**src/rtl/csr_file.sv**
```systemverilog
// csr_file: machine-mode CSR register file and interrupt/trap unit for the
// 3-stage RV32I pipeline (execute/writeback stage).
//
// Ports:
//   clk, rst_n              clock, synchronous active-low reset
//   inst_valid              stage holds a real instruction (not a bubble)
//   csr_rd/csr_wr/is_mret   decoder strobes
//   csr_addr, csr_wdata     CSR address and write data (rs1)
//   pc_i                    PC of the instruction in this stage
//   timer_irq, ext_irq      level interrupt requests
//   csr_rdata               combinational read data to the writeback mux
//   epc_taken, epc_out      redirect/flush pulse and target PC
//
// Optional feature: define CSR_MCYCLE_EN to add the 64-bit mcycle/mcycleh
// counter at 0xB00/0xB80. Without it, both addresses read 0 and ignore writes.
module csr_file #(
    parameter int unsigned      XLEN      = 32,
    parameter logic [XLEN-1:0]  MTVEC_RST = '0
) (
    input  logic             clk,
    input  logic             rst_n,
    input  logic             inst_valid,
    input  logic             csr_rd,
    input  logic             csr_wr,
    input  logic             is_mret,
    input  logic [11:0]      csr_addr,
    input  logic [XLEN-1:0]  csr_wdata,
    input  logic [XLEN-1:0]  pc_i,
    input  logic             timer_irq,
    input  logic             ext_irq,
    output logic [XLEN-1:0]  csr_rdata,
    output logic             epc_taken,
    output logic [XLEN-1:0]  epc_out
);

    localparam logic [11:0] AddrMstatus = 12'h300;
    localparam logic [11:0] AddrMie     = 12'h304;
    localparam logic [11:0] AddrMtvec   = 12'h305;
    localparam logic [11:0] AddrMepc    = 12'h341;
    localparam logic [11:0] AddrMcause  = 12'h342;
    localparam logic [11:0] AddrMip     = 12'h344;
`ifdef CSR_MCYCLE_EN
    localparam logic [11:0] AddrMcycle  = 12'hB00;
    localparam logic [11:0] AddrMcycleh = 12'hB80;
`endif

    logic              mstatus_mie_q;
    logic              mstatus_mpie_q;
    logic              mtie_q;
    logic              meie_q;
    logic              mtip_q;
    logic              meip_q;
    logic [XLEN-1:2]   mtvec_base_q;
    logic              mtvec_mode_q;
    logic [XLEN-1:0]   mepc_q;
    logic [XLEN-1:0]   mcause_q;
`ifdef CSR_MCYCLE_EN
    logic [63:0]       mcycle_q;
`endif

    logic              ext_pend;
    logic              tim_pend;
    logic              irq_take;
    logic              mret_take;
    logic              wr_en;
    logic [4:0]        cause_code;
    logic [XLEN-1:0]   trap_target;
    logic [XLEN-1:0]   rdata_sel;

    always_comb begin
        ext_pend   = meie_q & meip_q;
        tim_pend   = mtie_q & mtip_q;
        irq_take   = inst_valid & mstatus_mie_q & ~is_mret & (ext_pend | tim_pend);
        cause_code = ext_pend ? 5'd11 : 5'd7;
        mret_take  = inst_valid & is_mret;
        // A trap or mret in the same slot swallows the write.
        wr_en      = inst_valid & csr_wr & ~irq_take & ~mret_take;
        trap_target = {mtvec_base_q, 2'b00};
        if (mtvec_mode_q) begin
            trap_target = trap_target + XLEN'({cause_code, 2'b00});
        end
    end

    always_comb begin
        epc_taken = irq_take | mret_take;
        epc_out   = '0;
        if (irq_take) begin
            epc_out = trap_target;
        end else if (mret_take) begin
            epc_out = mepc_q;
        end
    end

    always_comb begin
        rdata_sel = '0;
        case (csr_addr)
            AddrMstatus: begin
                rdata_sel[3] = mstatus_mie_q;
                rdata_sel[7] = mstatus_mpie_q;
            end
            AddrMie: begin
                rdata_sel[7]  = mtie_q;
                rdata_sel[11] = meie_q;
            end
            AddrMtvec:   rdata_sel = {mtvec_base_q, 1'b0, mtvec_mode_q};
            AddrMepc:    rdata_sel = mepc_q;
            AddrMcause:  rdata_sel = mcause_q;
            AddrMip: begin
                rdata_sel[7]  = mtip_q;
                rdata_sel[11] = meip_q;
            end
`ifdef CSR_MCYCLE_EN
            AddrMcycle:  rdata_sel = mcycle_q[31:0];
            AddrMcycleh: rdata_sel = mcycle_q[63:32];
`endif
            default:     rdata_sel = '0;
        endcase
        csr_rdata = csr_rd ? rdata_sel : '0;
    end

    always_ff @(posedge clk) begin
        if (!rst_n) begin
            mstatus_mie_q  <= 1'b0;
            mstatus_mpie_q <= 1'b0;
            mtie_q         <= 1'b0;
            meie_q         <= 1'b0;
            mtip_q         <= 1'b0;
            meip_q         <= 1'b0;
            mtvec_base_q   <= MTVEC_RST[XLEN-1:2];
            mtvec_mode_q   <= MTVEC_RST[0];
            mepc_q         <= '0;
            mcause_q       <= '0;
        end else begin
            // mip tracks the request lines regardless of bubbles.
            mtip_q <= timer_irq;
            meip_q <= ext_irq;
            if (irq_take) begin
                mepc_q         <= pc_i;
                mcause_q       <= {1'b1, {(XLEN-6){1'b0}}, cause_code};
                mstatus_mpie_q <= mstatus_mie_q;
                mstatus_mie_q  <= 1'b0;
            end else if (mret_take) begin
                mstatus_mie_q  <= mstatus_mpie_q;
                mstatus_mpie_q <= 1'b1;
            end else if (wr_en) begin
                case (csr_addr)
                    AddrMstatus: begin
                        mstatus_mie_q  <= csr_wdata[3];
                        mstatus_mpie_q <= csr_wdata[7];
                    end
                    AddrMie: begin
                        mtie_q <= csr_wdata[7];
                        meie_q <= csr_wdata[11];
                    end
                    AddrMtvec: begin
                        mtvec_base_q <= csr_wdata[XLEN-1:2];
                        mtvec_mode_q <= csr_wdata[0];
                    end
                    AddrMepc:   mepc_q   <= {csr_wdata[XLEN-1:2], 2'b00};
                    AddrMcause: mcause_q <= csr_wdata;
                    default: ;
                endcase
            end
        end
    end

`ifdef CSR_MCYCLE_EN
    always_ff @(posedge clk) begin
        if (!rst_n) begin
            mcycle_q <= '0;
        end else if (wr_en && csr_addr == AddrMcycle) begin
            mcycle_q <= {mcycle_q[63:32], csr_wdata[31:0]};
        end else if (wr_en && csr_addr == AddrMcycleh) begin
            mcycle_q <= {csr_wdata[31:0], mcycle_q[31:0]};
        end else begin
            mcycle_q <= mcycle_q + 64'd1;
        end
    end
`endif

endmodule

```
**config.mk**
```make
export PLATFORM = sky130hd
export DESIGN_NAME = csr_file
export DESIGN_NICKNAME = d
export VERILOG_FILES = /design/src/rtl/csr_file.sv
export SDC_FILE = /design/constraint.sdc
export NUM_CORES = 1
export LEC_CHECK = 0
export ABC_AREA = 1
export CAP_MARGIN = 0
export CORE_MARGIN = 5
export CORE_UTILIZATION = 50
export DETAILED_ROUTE_END_ITERATION = 7
export PLACE_DENSITY = 0.8
export SETUP_SLACK_MARGIN = 0.2
export SLEW_MARGIN = 20
export SYNTH_ARGS = -nofsm -noshare
export SYNTH_HDL_FRONTEND = slang
export SYNTH_SLANG_ARGS = --single-unit
```
**constraint.sdc**
```tcl
create_clock -name clk -period 6.1 [get_ports clk]
set_input_delay 1.525 -clock clk [delete_from_list [all_inputs] [get_ports clk]]
set_output_delay 1.525 -clock clk [all_outputs]
set_load 0.005 [all_outputs]
```
Run 1, supply network:
Bar = 20 µm. Pins as bars on the die edge. Tap cells in gray.
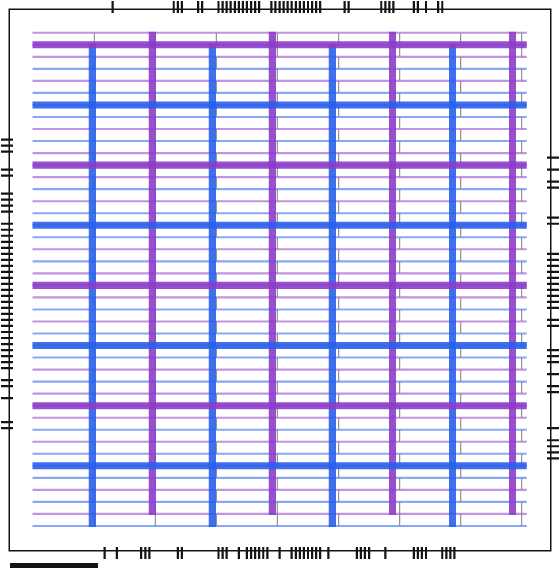
[purple] VDD
[blue] VSS
met5 straps: 8
tap cells: 172
rows: 41
met4 straps: 8
core area: 12,500 µm²
Die Y: 122 µm
Die Width: 122 µm

Run 1, placement by cell class:
Bar = 20 µm.
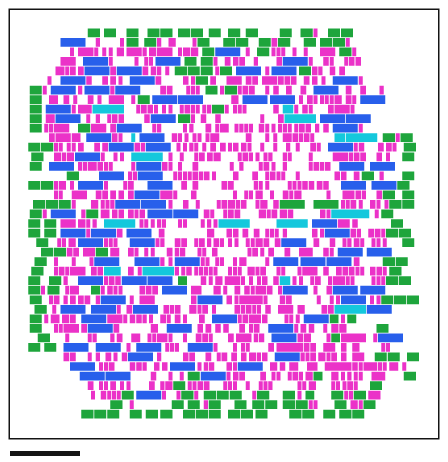
[green] remaining buffers and delay cells | cells: 157
[magenta] remaining logic cells | cells: 812
[cyan] clock drivers and dummy loads | cells: 15
[blue] sequential cells | cells: 101
final instance area: 8030 µm²
final core utilization: 64.4%
Rows: 41
Seq/total area: 25.2%

Run 1, clock distribution:
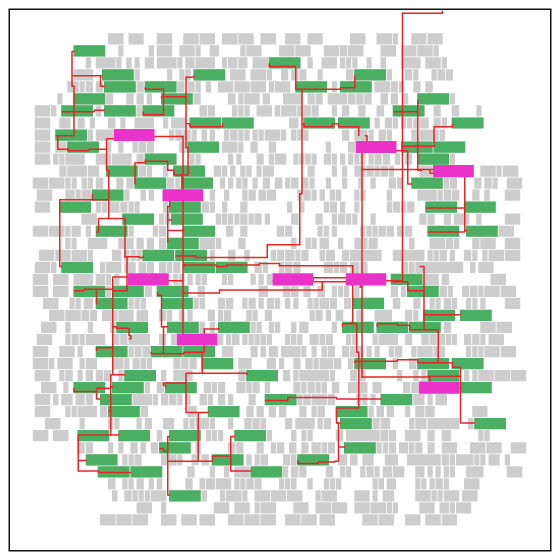
[magenta] clock-net drivers | count: 9
[green] flip-flops | count: 101
[red] clock wires | length: 1,280 µm
routed clock nets: 10
flops lie: all over the die

Run 1, metal layers overlaid:
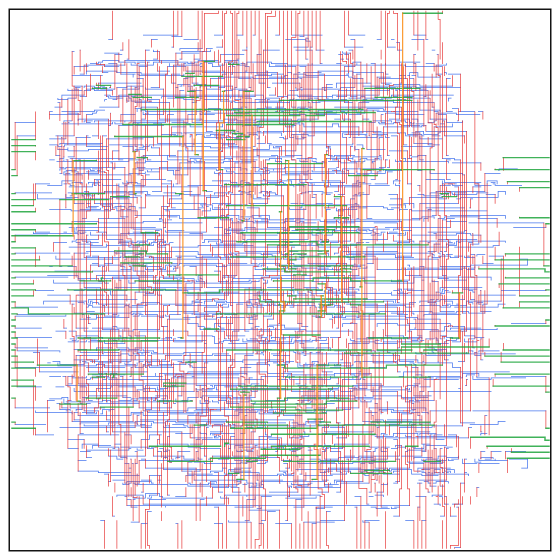
[blue] M1 | wire length: 9,110 µm
[orange] M4 | wire length: 485 µm
[green] M3 | wire length: 2,010 µm
[red] M2 | wire length: 9,530 µm
vias post-DR: 7,078
wirelength, routed: 21,100 µm
drt wl/cell: 16.8 µm
Total GRT Usage: 28.0%

==> out/summary.txt, run 1 <==
Seq share, synth: 32.2%
Post-CTS Setup Repair Bufs: 0
Top cells by area, synth: dfxtp_1, nand2_1, o21ai_0, nor2_1, a21oi_1
Worst vdd ir: 0.144 mV
Pwr Density: 170 nW/µm²
Total CTS buffers: 9
Synthesized area: 6280 µm²
Initial core utilization: 50.4%
Top Usage Layer GRT: met2
Max_slew headroom: 31.5%
Post-synth EDFFs: 0
Finished Layout Cells: 1,257
H-tree levels: 3
Comb pwr share: 8.0%
Ant diodes: 0
CTS max path bufs: 2
Minimum clock period after layout: 5.52 ns
Drt pass-1 iters: 7
IO buf count: 148
Hold buffers post-CTS: 0
Final Max-Slew Violation Tally: 0
Netlist cell types: 41
Hold path depth: 2
Via-per-instance ratio: 5.63
Post-layout period usage: 90.6%
Final setup viols: 0
Initial DRC count: 737
Worst-path clk slew: 0.07 ns
Power share of the clock group: 43.6%
I/O pin cnt: 149
Vias in the first global route: 6,675
YS chip area: 6280 µm²
Root Buffer: clkbuf_16
Leakage Power: 2.85 nW
WP depth: 8
Die area: 14,900 µm²
Post-Syn Area per Cell: 6.49 µm²
Slew @ Worst Pin: 1.02 ns
Setup TNS: 0 ns
Yosys reg bits: 101
Met3 WL: 2010 µm
Flop pwr share: 48.5%
Met1 GRT Util: 37.9%
Synth warn: 0
Arrival time at the worst endpoint: 4.00 ns
# nets final: 1,166
Post-synthesis net count: 1,054
Slowest cell delay on critical path: 0.55 ns
DP HPWL: 14,900 µm
Met2 Wirelength: 9530 µm
Area leader share: 32.2%
Yosys Instances: 969
HP Class: reg2reg
Critical path data required time: 4.58 ns
Met3 usage: 4.55%
GRT Residual Overflow: 0
Max-cap violations: 0
Num Clock Sinks: 101
Fmax: 181 MHz
Mapped Cells: 969
Clock latency on the worst-skew pair: 0.35 ns
CTS tree: done
Pin count of the biggest net entering global routing: 87
Commonest flop: dfxtp_1
Crit-path leading delay family: simple AND/OR/NAND/NOR gates
Slowest cell on crit path: clkdlybuf4s50_1
Endpoint class of the critical path: output pin
Final GP Congestion: 0.955
Reg2Reg Depth: 10
Int Pwr: 1.05 mW
Top layer in use: met4
Placed Cells: 1,241
Crit path launch: csr_addr[3]
Resize count post-CTS: 0
Endpoints failing hold: 0
Skew final: 0.0104 ns
Ys async rst share: 0%
Share of cells above drive strength 1: 7.10%
Grt met2 use: 45.2%
FILL cells: 1,168
Sw frac: 23.1%
Post-route ant nets: 0
Hold Path Origin: mepc_q[0]
Crit Path Category: in2out
Max FO, Critical Path: 29
Initial antenna violation count: 0
Status: complete, no violations
CP startpoint kind: primary input
Crit-path cells: clkdlybuf4s50_1 -> or2_1 -> nor2_1 -> nand2_2 -> nand3_2 -> nand2_2 -> a31oi_1 -> clkdlybuf4s50_1
First-pass GRT wire length: 33,200 µm
Area Growth Syn to Fin: 27.8%
Cell type with the largest total area: dfxtp_1
Worst reg2reg path startpoint: meip_q
RSZ-0062 raised after global routing: false
Buf+Inv Stages, Crit Path: 2
Drt drc: 0
Log Warnings: 26
M1 WL: 9110 µm
Psw: 0.315 mW
[run 1: path summary, 6_finish.rpt]
check	end	slack (ns)
setup / recovery	csr_rdata[9]	0.58
setup reg to reg	mepc_q[18]	2.97
hold reg to reg	mepc_q[0]	0.47
hold / removal	mepc_q[0]	0.47
[run 1: final cells by class]
cell class / instances / area [µm²] / share of cell area [%]
Multi-Input combinational cell: 707 / 3520 / 43.8
Sequential cell: 101 / 2020 / 25.2
Timing Repair Buffer: 157 / 1570 / 19.6
Inverter: 105 / 399 / 4.97
Clock buffer: 11 / 243 / 3.02
Tap cell: 172 / 215 / 2.68
Clock inverter: 4 / 56.3 / 0.701
[run 1: power groups by stage]
stage / clock, mW / combinational, mW / sequential (mW)
after floorplan: 0 / 0.0380 / 0.676
after global placement: 0 / 0.106 / 0.677
after detailed placement: 0 / 0.107 / 0.677
after CTS: 0.597 / 0.108 / 0.661
after global routing: 0.622 / 0.117 / 0.661
final: 0.594 / 0.108 / 0.661
[run 1: synth_stat cells, types with 2 or more instances]
master	number
nand4_1	7
buf_6	9
nand2_1	215
nor4_1	2
nand3_1	49
nand4_4	2
nand2_2	7
nand3_2	3
nor3_1	22
clkbuf_1	14
dfxtp_1	101
nor2_4	4
nor3_2	6
o21ai_1	8
nor2_1	123
o22ai_1	8
inv_1	99
a21oi_1	84
buf_4	10
a211oi_2	21
o21bai_1	3
inv_2	4
buf_2	21
o21ai_0	106
a22oi_1	10
nor2_2	3
xnor2_1	2
a31oi_1	13
[run 1: sequential cells by signal, summed over array words and instances (netlist names)]
| register | count |
|---|---|
| meie_q | 1 |
| mtip_q | 1 |
| mtvec_base_q | 30 |
| mtvec_mode_q | 1 |
| mcause_q | 32 |
| mtie_q | 1 |
| mepc_q | 32 |
| mstatus_mie_q | 1 |
| mstatus_mpie_q | 1 |
| meip_q | 1 |
[run 1: through the flow]
stage,worst slack [ns],cell area [µm²],hold slack (ns),power (mW),util [%]
after floorplan,1.95,6280,0.439,0.714,-
after detailed placement,0.570,7710,0.452,0.784,61.9
final,0.576,8030,0.466,1.36,64.4
after global routing,0.336,8030,0.480,1.40,64.4
after CTS,0.557,8010,0.463,1.37,64.3
after global placement,0.677,7710,0.450,0.783,61.9
[run 1: cell families (layout without fill, tap and decap cells)]
family,Yosys count,count (layout),synth area share [%]
AOI/OAI and AO/OA,255,255,24.0
xor gates and xnor gates,3,3,0.418
adders and majority gates,1,1,0.199
buffers and inverters,161,277,11.8
DFF,101,101,32.2
and+or+nand+nor,448,448,31.4
[run 1: layout by cell type, fill, tap and decap left out, drive strengths merged, types with 4 or more instances in the layout]
| master | instances |
|---|---|
| nand2 | 222 |
| a21oi | 84 |
| buf | 9 |
| a31oi | 13 |
| nand4 | 10 |
| clkdlybuf4s50 | 148 |
| nand3 | 52 |
| a211oi | 21 |
| nor3 | 28 |
| o22ai | 8 |
| o21ai | 114 |
| nor2 | 131 |
| a22oi | 10 |
| clkbuf | 11 |
| inv | 105 |
| dfxtp | 101 |
| o21bai | 4 |
[run 1: worst min-delay path, cell delays in order, from the launching register on]
cell,delay (ns)
dfxtp_1,0.31
nand2_1,0.06
a21oi_1,0.05
Run 1, congestion heat map:
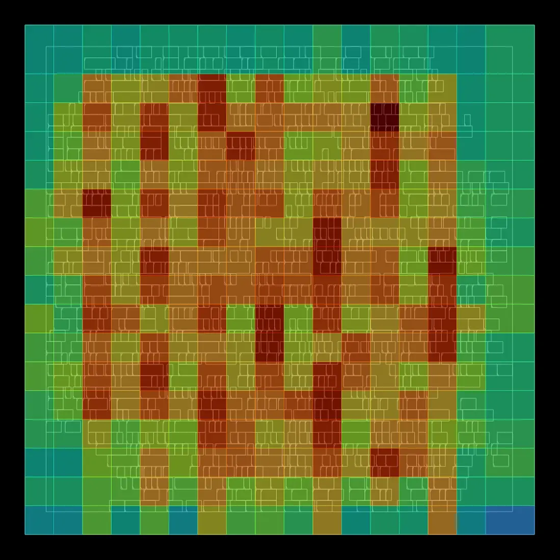

==> run 2: changes to the inputs <==
==> constraint.sdc (replaced) <==
create_clock -name clk -period 6.1 [get_ports clk]
set_input_delay 1.525 -clock clk [delete_from_list [all_inputs] [get_ports clk]]
set_output_delay 1.525 -clock clk [all_outputs]
set_load 0.01 [all_outputs]
Run 2, congestion heat map:
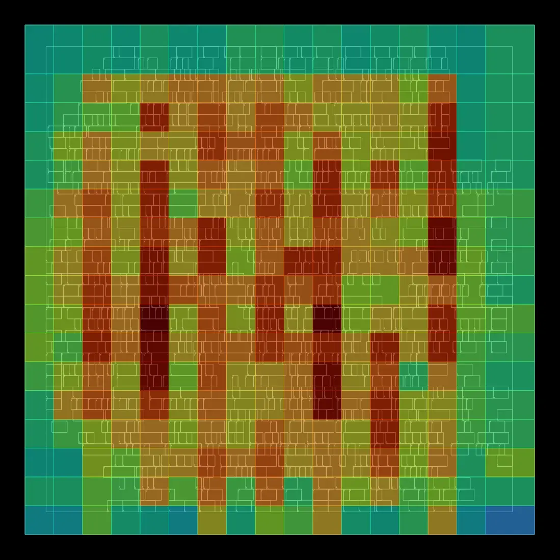
met1 GRT Util: 39.4%
Total GRT Usage: 27.9%
final core utilization: 64.4%
drt wl/cell: 16.8 µm

Run 2, metal layers overlaid:
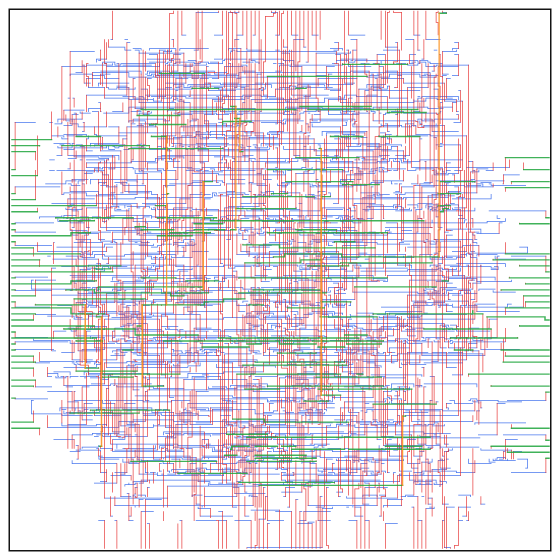
[red] M2 | wire length: 9,560 µm
[green] M3 | wire length: 2,150 µm
[orange] M4 | wire length: 286 µm
[blue] M1 | wire length: 9,200 µm

==> out/summary.txt, run 2 <==
Status: complete, no violations
Post-Syn Area per Cell: 6.49 µm²
H-tree levels: 3
Fmax: 179 MHz
Synth warn: 0
Die Y: 122 µm
Total CTS buffers: 9
Vias in the first global route: 6,396
HP Class: reg2reg
Pin count of the biggest net entering global routing: 87
Seq share, synth: 32.2%
Slew @ Worst Pin: 1.06 ns
M1 WL: 9200 µm
CP startpoint kind: primary input
Top Layout Cells: nand2_1, clkdlybuf4s50_1, nor2_1, o21ai_0, dfxtp_1
CTS tree: done
Crit Path Category: in2out
Worst-path clk slew: 0.07 ns
Endpoint class of the critical path: output pin
Max_slew headroom: 29.0%
Area Growth Syn to Fin: 27.7%
Post-layout period usage: 91.3%
Met2 Wirelength: 9560 µm
Die Width: 122 µm
Adder Area Share: 0.199%
Most used cell, CP: clkdlybuf4s50_1
Minimum clock period after layout: 5.57 ns
Wirelength, routed: 21,200 µm
Simple-Gate Fraction of Synth Area: 31.4%
Worst reg2reg path startpoint: meip_q
Drt drc: 0
Yosys Instances: 969
Count leader, synth: nand2_1
Final Max-Slew Violation Tally: 0
Initial antenna violation count: 0
Final GP Congestion: 0.957
Log Warnings: 26
Max-cap violations: 0
Drt pass-1 iters: 6
Final hold slack: 0.464 ns
List of most frequent post-synthesis cells: nand2_1, nor2_1, o21ai_0, dfxtp_1, inv_1
Top layer in use: met4
Top non-seq family: simple AND/OR/NAND/NOR gates
Pwr Density: 165 nW/µm²
Arrival time at the worst endpoint: 4.05 ns
RSZ-0062 raised after global routing: false
Top cells by area, synth: dfxtp_1, nand2_1, o21ai_0, nor2_1, a21oi_1
Leakage Power: 2.85 nW
Final setup viols: 0
Top flop regs: mcause_q: 32 flops, mepc_q: 32 flops, mtvec_base_q: 30 flops
Synthesized area: 6280 µm²
YS chip area: 6280 µm²
Post-CTS Setup Repair Bufs: 0
Share of cells above drive strength 1: 7.18%
Post-synth EDFFs: 0
FILL cells: 1,211
Clock latency on the worst-skew pair: 0.35 ns
Setup TNS: 0 ns
Root Buffer: clkbuf_16
Crit path launch: csr_addr[11]
Area leader share: 32.2%
I/O pin cnt: 149
Mux cell area share: 0%
CTS max path bufs: 2
Hold buffers post-CTS: 0
First-pass GRT wire length: 33,100 µm
Buf+Inv Stages, Crit Path: 5
Slowest cell delay on critical path: 0.58 ns
Initial core utilization: 50.4%
Post-synthesis net count: 1,054
Cell type with the largest total area: dfxtp_1
Initial DRC count: 675
Critical path data required time: 4.58 ns
IO buf count: 148
Netlist cell types: 41
# nets final: 1,166
Die area: 14,900 µm²
Yosys reg bits: 101
Num Clock Sinks: 101
Crit-path leading delay family: buffers and inverters
DP HPWL: 14,900 µm
Aoi share: 24.0%
GRT Residual Overflow: 0
Via-per-instance ratio: 5.60
Hold Path Origin: mepc_q[14]
Post-route ant nets: 0
Met3 WL: 2150 µm
Most instantiated logic cell after routing: nand2_1
Max FO, Critical Path: 24
Vias post-DR: 7,047
Rows: 41
Sequential cell area: 2020 µm²
Worst vdd ir: 0.116 mV
Commonest flop: dfxtp_1
Ys async rst share: 0%
Slowest cell on crit path: clkdlybuf4s50_1
XOR-XNOR Cells, Area Fraction: 0.418%
Skew final: 0.00432 ns
Crit-path cells: clkdlybuf4s50_1 -> nor2_1 -> nand3_2 -> nor2_4 -> nand4_4 -> buf_4 -> inv_1 -> buf_12 -> nand2_1 -> a31oi_1 -> clkdlybuf4s50_1
Ant diodes: 0
Core area: 12,500 µm²
Mapped Cells: 969
Endpoints failing hold: 0
Gate Area: 3530 µm²
Resize count post-CTS: 0
-- run 2: cell counts after synthesis --
No cell type changed its count.
-- run 2: path summary, 6_finish.rpt --
| kind | endpoint | slack [ns] | depth (start not counted) |
|---|---|---|---|
| worst min-delay path | mepc_q[14] | 0.46 | 2 |
| worst max register to register | mepc_q[18] | 2.92 | 10 |
| worst max-delay path | csr_rdata[31] | 0.53 | 11 |
| worst min register to register | mepc_q[14] | 0.46 | 2 |
-- run 2: area by class of cell --
cell class                 instances  area share, %
sequential                       101           25.2
tap                              172           2.68
clock inverter                     6          0.592
inverter                         105           4.97
timing repair buffer             157           19.8
multi-input combinational        707           43.9
clock buffer                      10           2.85
-- run 2: power breakdown --
part,internal (mW),switching [mW]
logic,0.0576,0.0507
registers,0.660,0.000997
clock network,0.282,0.273
total,0.999,0.325
-- run 2: per-layer routing --
metal,up-vias,track usage (%)
met2,329,44.7
met1,3283,39.4
met5,-,0
li1,3410,-
met4,0,7.56
met3,25,3.85
-- run 2: cells by family after synthesis --
logic type,Yosys count
XOR/XNOR,3
AND/OR/NAND/NOR,448
buffers and inverters,161
flip-flops,101
adder cells (fa/ha/maj),1
AND-OR/OR-AND,255
-- run 2: stage by stage --
stage                     setup WS, ns  instance area, µm²  power (mW)  std cells
after floorplan                   1.89                6280       0.714        969
after global placement           0.575                7720       0.782       1241
after detailed placement         0.448                7720       0.783       1241
after CTS                        0.433                8000        1.32       1257
after global routing             0.353                8030        1.36       1258
final                            0.529                8030        1.32       1258
-- run 2: worst reg2reg max path: stages (launching register included) --
cell	delay [ns]
dfxtp_1	0.42
nand2_2	0.15
o21ai_1	0.13
nand2_2	0.10
buf_4	0.24
nand4_4	0.26
nor2_2	0.21
nor2_4	0.84
inv_1	0.45
nor2_1	0.20
nor2_1	0.06
Run 2, supply network:
Bar = 20 µm. Pins as bars on the die edge. Tap cells in gray.
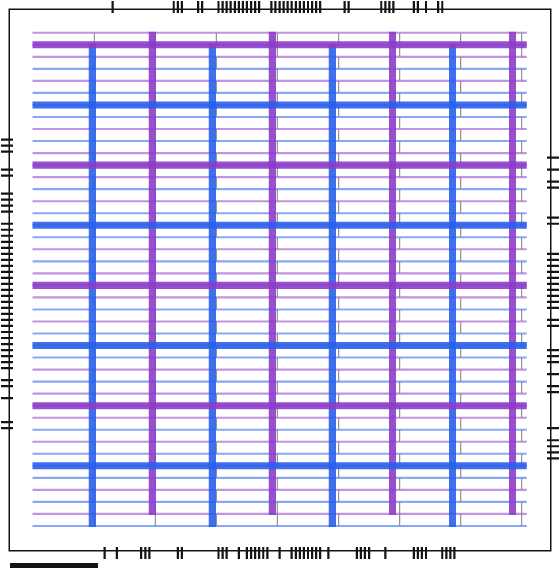

==> run 3: changes to the inputs <==
Settings changed: ABC_CLOCK_PERIOD_IN_PS set to 6100, CELL_PAD_IN_SITES_DETAIL_PLACEMENT set to 0, CELL_PAD_IN_SITES_GLOBAL_PLACEMENT set to 1, CORE_UTILIZATION 50 to 38, PLACE_DENSITY 0.8 to unset, PLACE_DENSITY_LB_ADDON set to 0.1.
Run 3, supply network:
Bar = 50 µm. Pins as bars on the die edge. Tap cells in gray.
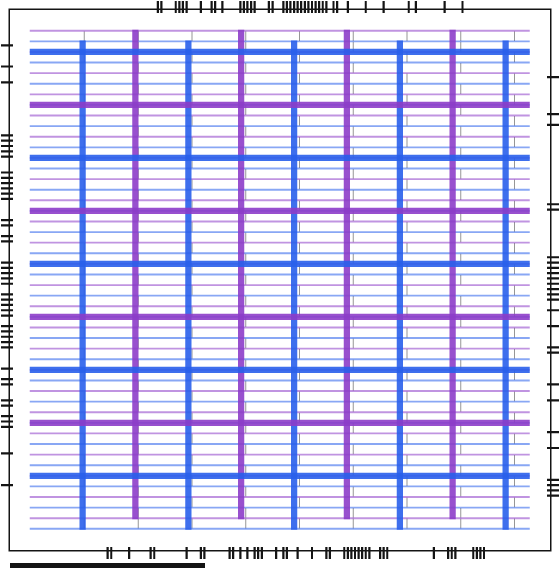
[blue] VSS
[purple] VDD
met5 straps: 9
tap cells: 220

==> out/summary.txt, run 3 <==
Buf+Inv Stages, Crit Path: 4
Pin count of the biggest net entering global routing: 57
Initial core utilization: 38.3%
Root Buffer: clkbuf_16
Seq share, synth: 32.2%
Arrival time at the worst endpoint: 4.00 ns
Netlist cell types: 41
Share of cells above drive strength 1: 7.69%
Crit-path leading delay family: buffers and inverters
Commonest flop: dfxtp_1
DP HPWL: 16,600 µm
Post-route ant nets: 0
Ys async rst share: 0%
Core area: 16,400 µm²
Final instance area: 8150 µm²
Worst vdd ir: 0.134 mV
Initial antenna violation count: 0
Worst-path clk slew: 0.07 ns
Cell type with the largest total area: dfxtp_1
Post-Syn Area per Cell: 6.49 µm²
CP startpoint kind: primary input
Clock latency on the worst-skew pair: 0.36 ns
Status: complete, no violations
Vias post-DR: 6,868
DP Area: 7800 µm²
Skew final: 0.00773 ns
H-tree levels: 3
Max_slew headroom: 30.5%
Flop pwr share: 48.0%
Drt wl/cell: 17.8 µm
Critical path data required time: 4.58 ns
Slowest cell delay on critical path: 0.57 ns
Rows: 47
Slowest cell on crit path: clkdlybuf4s50_1
Resize count post-CTS: 0
Comb pwr share: 8.0%
Top flop regs: mcause_q: 32 flops, mepc_q: 32 flops, mtvec_base_q: 30 flops
# nets final: 1,173
Most instantiated logic cell after routing: nand2_1
Sw frac: 23.8%
Yosys Instances: 969
Max FO, Critical Path: 14
Final core utilization: 49.7%
RSZ-0062 raised after global routing: false
List of most frequent post-synthesis cells: nand2_1, nor2_1, o21ai_0, dfxtp_1, inv_1
Final hold slack: 0.461 ns
HP Class: reg2reg
Via-per-instance ratio: 5.23
Log Warnings: 26
Synthesized area: 6280 µm²
Max-cap violations: 0
Area Growth Syn to Fin: 29.7%
GRT Residual Overflow: 0
Die Y: 139 µm
Count leader, synth: nand2_1
Wirelength, routed: 23,300 µm
Vias in the first global route: 6,422
Leakage Power: 2.89 nW
Initial DRC count: 671
Drt pass-1 iters: 5
Die Width: 139 µm
Psw: 0.328 mW
Drt drc: 0
Mapped Cells: 969
Endpoint class of the critical path: output pin
Post-synthesis net count: 1,054
Num Clock Sinks: 101
Final setup viols: 0
Die area: 19,200 µm²
Pwr Density: 169 nW/µm²
Fmax: 181 MHz
Yosys reg bits: 101
Top Layout Cells: nand2_1, clkdlybuf4s50_1, nor2_1, o21ai_0, dfxtp_1
First-pass GRT wire length: 36,300 µm
Total GRT Usage: 23.6%
Area leader share: 32.2%
Synth warn: 0
Ant diodes: 0
CTS tree: done
Placed Cells: 1,295
Final Max-Slew Violation Tally: 0
Post-synth EDFFs: 0
Top cells by area, synth: dfxtp_1, nand2_1, o21ai_0, nor2_1, a21oi_1
IO buf count: 148
Post-CTS Setup Repair Bufs: 0
Finished Layout Cells: 1,312
I/O pin cnt: 149
Final GP Congestion: 0.910
Crit Path Category: in2out
CTS max path bufs: 2
Setup TNS: 0 ns
Hold buffers post-CTS: 0
Power share of the clock group: 44.0%
Int Pwr: 1.05 mW
Post-layout period usage: 90.5%
Total CTS buffers: 9
Minimum clock period after layout: 5.52 ns
Crit-path cells: clkdlybuf4s50_1 -> nor2_1 -> nand3_2 -> nor2_4 -> nand2_2 -> inv_2 -> buf_4 -> nand2_1 -> o21ai_0 -> a21oi_1 -> nor2_1 -> clkdlybuf4s50_1
Endpoints failing hold: 0
YS chip area: 6280 µm²
Slew @ Worst Pin: 1.04 ns
Run 3, placement by cell class:
Bar = 50 µm.
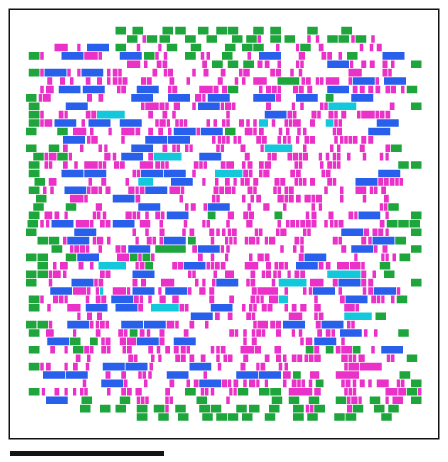
[blue] sequential cells | cells: 101
[cyan] clock drivers and dummy loads | cells: 15
[magenta] remaining logic cells | cells: 812
[green] remaining buffers and delay cells | cells: 164

run 3: metrics by stage:
stage,setup WS (ns),power (mW)
2_1_floorplan,1.89,0.714
3_3_place_gp,0.524,0.787
3_5_place_dp,0.544,0.786
4_1_cts,0.543,1.39
5_1_grt,0.344,1.42
6_report,0.577,1.38
run 3: kinds of logic (layout without fill, tap and decap cells):
family | after synthesis | in the layout | share of synthesized area [%]
AND/OR/NAND/NOR | 448 | 448 | 31.4
AND-OR/OR-AND | 255 | 255 | 24.0
buffers and inverters | 161 | 284 | 11.8
flip-flops | 101 | 101 | 32.2
XOR/XNOR | 3 | 3 | 0.418
adder cells (fa/ha/maj) | 1 | 1 | 0.199
run 3: worst reg2reg max path, cell delays in order, from the launching register on:
cell	delay (ns)
dfxtp_1	0.37
nand2_2	0.17
o21ai_1	0.11
nand2_2	0.12
buf_4	0.33
nand4_4	0.37
nor2_2	0.61
nor2_4	0.28
buf_16	0.25
o21ai_0	0.17
a21oi_1	0.06
run 3: final cells by class:
type                       instances  area (µm²)
clock inverter                     4        55.1
timing repair buffer             164        1630
tap                              220         275
inverter                         105         399
fill                            1704        8260
multi-input combinational        707        3520
clock buffer                      11         243
sequential                       101        2020
run 3: path summary, 6_finish.rpt:
kind                      from           end  slack [ns]  cells after the start
setup / recovery  csr_addr[11]  csr_rdata[4]        0.58                     12
hold / removal       mepc_q[0]     mepc_q[0]        0.46                      2
setup reg to reg        meip_q    mepc_q[23]        3.15                     10
hold reg to reg      mepc_q[0]     mepc_q[0]        0.46                      2
run 3: layer usage:
layer | track usage, % | share of wire, % | up-vias
li1 | - | - | 3430
met1 | 33.9 | 47 | 3197
met2 | 36.8 | 45 | 223
met3 | 4.41 | 6.3 | 18
met4 | 5.36 | 1.3 | 0
met5 | 0 | 0 | -
run 3: power by group through the flow:
stage	Sequential (mW)	Combinational (mW)	Clock [mW]
6_report	0.661	0.110	0.606
4_1_cts	0.661	0.110	0.615
2_1_floorplan	0.676	0.0381	0
5_1_grt	0.661	0.118	0.640
3_3_place_gp	0.677	0.110	0
3_5_place_dp	0.677	0.110	0
Power figures rest on the tool's default switching activity, not on a simulated workload.
